==> config.mk <==
export PLATFORM = sky130hd
export DESIGN_NAME = fetch_unit
export DESIGN_NICKNAME = d
export VERILOG_FILES = /design/src/rtl/fetch_pkg.sv /design/src/rtl/fetch_fifo.sv /design/src/rtl/fetch_unit.sv
export SDC_FILE = /design/constraint.sdc
export NUM_CORES = 1
export LEC_CHECK = 0
export ABC_AREA = 1
export CELL_PAD_IN_SITES_DETAIL_PLACEMENT = 0
export CELL_PAD_IN_SITES_GLOBAL_PLACEMENT = 1
export CORE_UTILIZATION = 40
export CTS_CLUSTER_DIAMETER = 40
export DETAILED_ROUTE_END_ITERATION = 12
export PLACE_DENSITY_LB_ADDON = 0.3
export SYNTH_ARGS = -nofsm -noshare
export SYNTH_HDL_FRONTEND = slang
export SYNTH_SLANG_ARGS = --single-unit
==> constraint.sdc <==
create_clock -name clk -period 2.3 [get_ports clk]
set_input_delay 0.46 -clock clk [delete_from_list [all_inputs] [get_ports clk]]
set_output_delay 0.46 -clock clk [all_outputs]
set_load 0.05 [all_outputs]
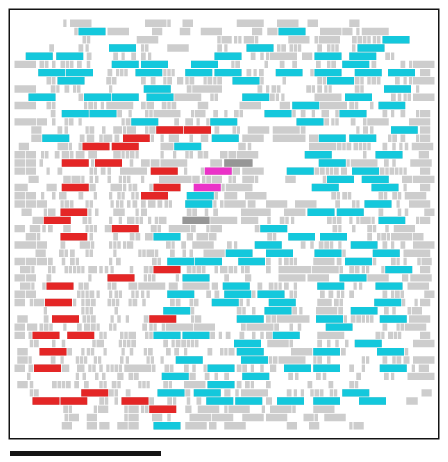
Fig. 1. Register map, names as in the netlist (run 1).
The bar under the picture is 50 um long. Other sequential cells in the stronger grey, the rest of the logic in the fainter grey.
| signal | colour | placed flops |
|---|---|---|
| `u_fifo.mem` | cyan | 124 |
| `u_fifo.count` | magenta | 2 |
| `imem_addr` | red | 30 |
register fraction of the total cell area: 35.5%
Util after Layout: 58.9%
sequential standard cell area: 3960 sq um
sequential power: 4700 uW

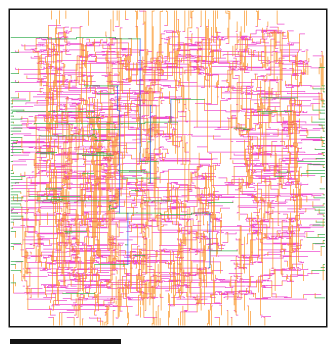
Fig. 2. Wiring by layer (run 1).
The bar under the picture is 50 um long.
| layer | colour | wire length |
|---|---|---|
| metal 3 | green | 931 um |
| metal 1 | magenta | 10600 um |
| metal 4 | blue | 206 um |
| metal 2 | orange | 10100 um |
total wire length after detailed routing: 21900 um
average wire length per cell after detail routing: 15.2 um
GRT Total Usage: 22.6%
total via count after detailed routing: 7048

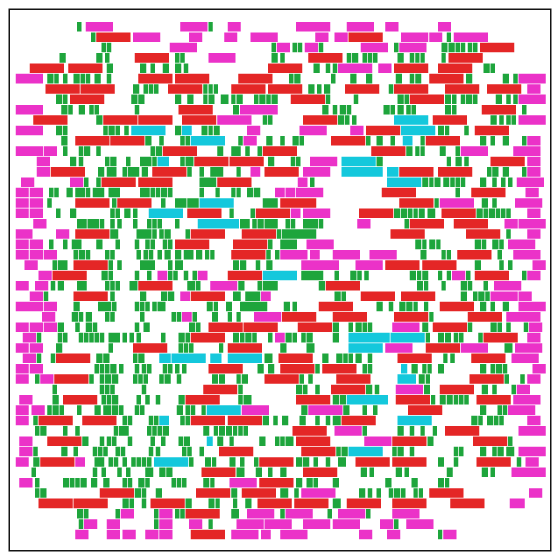
Fig. 3. Cells coloured by class (run 1).
| class | colour | cells | share of their area |
|---|---|---|---|
| sequential cells | red | 158 | 37% |
| clock drivers and dummy loads | cyan | 31 | 5.8% |
| remaining buffers and delay cells | magenta | 186 | 24% |
| combinational and other logic | green | 802 | 33% |
standard-cell row count: 50
placeable core area: 19000 sq um
cell area after layout: 11200 sq um

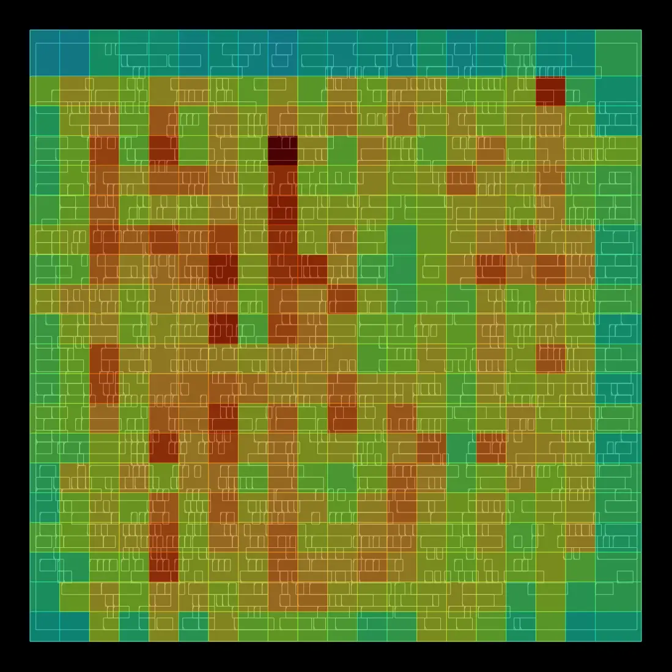
Fig. 4. Congestion heat map (run 1).
met1 Resource Use GR: 32.1%
Most Crowded Layer GR: met2
met2 routing resource usage after global routing: 35.9%
met3 usage in global routing: 3.75%

==> metrics.cfg <==
[clock_network]
cts_hold_buffers=1
cts_tree=built
max-clock-path-buffers=2
tritoncts.num_buffers=17
cts-resized-gates=9
post_cts_buffers=4
cts_htree_levels=4
clock-sinks=158
clkLatencyLatePin_ns=0.42
clockRootBuffer=sky130_fd_sc_hd__clkbuf_16
cts.clk_slew.worst_paths_ns=0.06

[placed_design]
weighted_congestion_reported_at_the_end_of_routability_driven_placement=0.859
hpwlAfterDp_um=14600
placed_cells=1398
placement.cell_area_sq_um=10300
port-buffer-count=158

[setup_path]
reg2reg_slack_ns=0.39
timing.critical_path.from_type=flop
timing.critical_path.fanout_max=6
crit_path_top_delay_cell=sky130_fd_sc_hd__clkdlybuf4s50_1
worstSetupPathDepth=1
cp-end-kind=output port
timing.critical_path.cells=clkdlybuf4s50_1
cp_data_required_time_ns=1.84
timing.reg2reg.worst_path_depth=9
worstPathBufferInverterCount=1
critPathMaxStageDelay_ns=0.87
path_class=flop to output port
timing.critical_path.arrival_ns=1.77
kind_of_cell_adding_the_most_delay_to_the_critical_path=buffers and inverters

[synthesis]
synthesis.area_per_instance_sq_um=7.71
synthDominantCellAreaShare_pct=50.6
ys_types=34
synth.yosys.chip_area_sq_um=7810
ys.flop_type=sky130_fd_sc_hd__dfrtp_1
synth_flops=158
ys_top_cells_by_area=sky130_fd_sc_hd__dfrtp_1 (51%), sky130_fd_sc_hd__nand2_1 (12%), sky130_fd_sc_hd__o21ai_0 (12%)
enable_flop_cells=0
syn-instance-count=1014
yosys.cell_count.top_type=sky130_fd_sc_hd__nand2_1
synthTopCellsByCount=sky130_fd_sc_hd__nand2_1 (254), sky130_fd_sc_hd__o21ai_0 (187), sky130_fd_sc_hd__nor2_1 (168), sky130_fd_sc_hd__dfrtp_1 (158), sky130_fd_sc_hd__inv_1 (84)
synth-seq-area-share_pct=50.6
yosysWarnings=0
synthDominantAreaCellType=sky130_fd_sc_hd__dfrtp_1
fraction_of_registers_with_async_set_reset_pct=100
yosys-stat-cells=1014
synth.cell_area_sq_um=7810

[timing]
timing.clock.skew_ns=0.00661
final.setup.tns_ns=0
fin_crit_sh_pct=97.1
finalSetupViolCount=0
final_min_period_ns=2.23
fmax_ghz=0.448
timing.final.max_slew_violations=0
worst_slew_margin_pct=64.8
finalHoldViolCount=0
slew_at_the_pin_closest_to_its_max_slew_limit_ns=0.526

[final_layout]
layout.nets=1236
layout.cells.most_common=sky130_fd_sc_hd__nand2_1
final_layout_top_logic_cells=sky130_fd_sc_hd__nand2_1 (254), sky130_fd_sc_hd__o21ai_0 (180), sky130_fd_sc_hd__dfrtp_1 (157)
largest_register_ffs=124
area.growth.synth_to_final_pct=42.7
final_cells=1437
layout-drive-gt1-share_pct=13.1
antennaDiodeCount=0

[die]
die_h_um=142
chip_area_sq_um=20100
io_pins=165
initial_core_util_pct=41.2
floorplan.die.width_um=142

[detailed_routing]
detailedRoute.firstIterationViolations=417
drt_pass1_iterations=5
drcViolationCount=0
via_cell_ratio=4.90
final_antenna_net_count=0

[power]
top_power_group=combinational cells
clockNetworkPower_uw=3020
clock_power_share_pct=18.2
share_comb_of_total_power_pct=53.4
static-leakage-power_uw=0.00520
proportion_of_power_drawn_by_flip_flops_and_latches_pct=28.4
report.power.total_uw=16600
p_switching_uw=7100
p_sw_share_pct=42.9
internal-power_uw=9470
power_per_cell_area_nw_per_um2=1490
vdd_ir_drop_max_mv=0.671
pg_comb_uw=8850

[global_routing]
grt_max_degree=72
global_route_wire_length_before_repair_um=35100
grt_antenna_before_repair=0
via_count_of_the_first_global_routing_pass=6663
global_route.overflow_total=0

[status]
status=complete, no violations

[hold_path]
timing.hold.worst_path_depth=2
classification_of_the_worst_slack_hold_path=flop to flop

[job]
maxcap_viol_count=0
tally_of_openroad_warnings=29

[run 1: layout make-up]
type | instances | area [sq um]
tap | 260 | 325
clock buffer | 18 | 439
fill | 1729 | 7800
timing repair buffer | 186 | 2650
inverter | 85 | 332
clock inverter | 13 | 188
sequential | 158 | 3960
multi-input combinational | 717 | 3270
[run 1: logic make-up after synthesis]
| kind of cell | synth area share, % |
|---|---|
| other cells | 0.0480 |
| xor+xnor | 0.785 |
| buf+inv | 8.41 |
| compound gates | 14.6 |
| simple gates | 25.1 |
| fa+ha+maj | 0.480 |
| flops | 50.6 |
[run 1: per-stage QoR]
step | hold slack, ns | worst slack, ns
floorplan | 0.164 | 0.0742
global placement | 0.369 | 0.227
detailed placement | 0.366 | 0.181
CTS | 0.483 | 0.00965
global route | 0.495 | -0.00627
finish | 0.481 | 0.0672
[run 1: layer usage]
| metal | wire, um | GRT usage [%] | share of wire (%) |
|---|---|---|---|
| met1 | 10600 | 32.1 | 48 |
| met2 | 10100 | 35.9 | 46 |
| met3 | 931 | 3.75 | 4.3 |
| met4 | 205 | 5.77 | 0.94 |
| met5 | 0 | 0 | 0 |
[run 1: worst register-to-register path, cell delays in order (launching register included)]
cell and delay [ns]:
sky130_fd_sc_hd__dfrtp_1 0.37, sky130_fd_sc_hd__inv_1 0.09, sky130_fd_sc_hd__ha_4 0.18, sky130_fd_sc_hd__buf_4 0.13
sky130_fd_sc_hd__nor2_4 0.04, sky130_fd_sc_hd__nor2_4 0.30, sky130_fd_sc_hd__nor2_8 0.07, sky130_fd_sc_hd__nand2_4 0.17
sky130_fd_sc_hd__buf_12 0.28, sky130_fd_sc_hd__o21ai_0 0.14
Power and IR drop assume default switching activity.
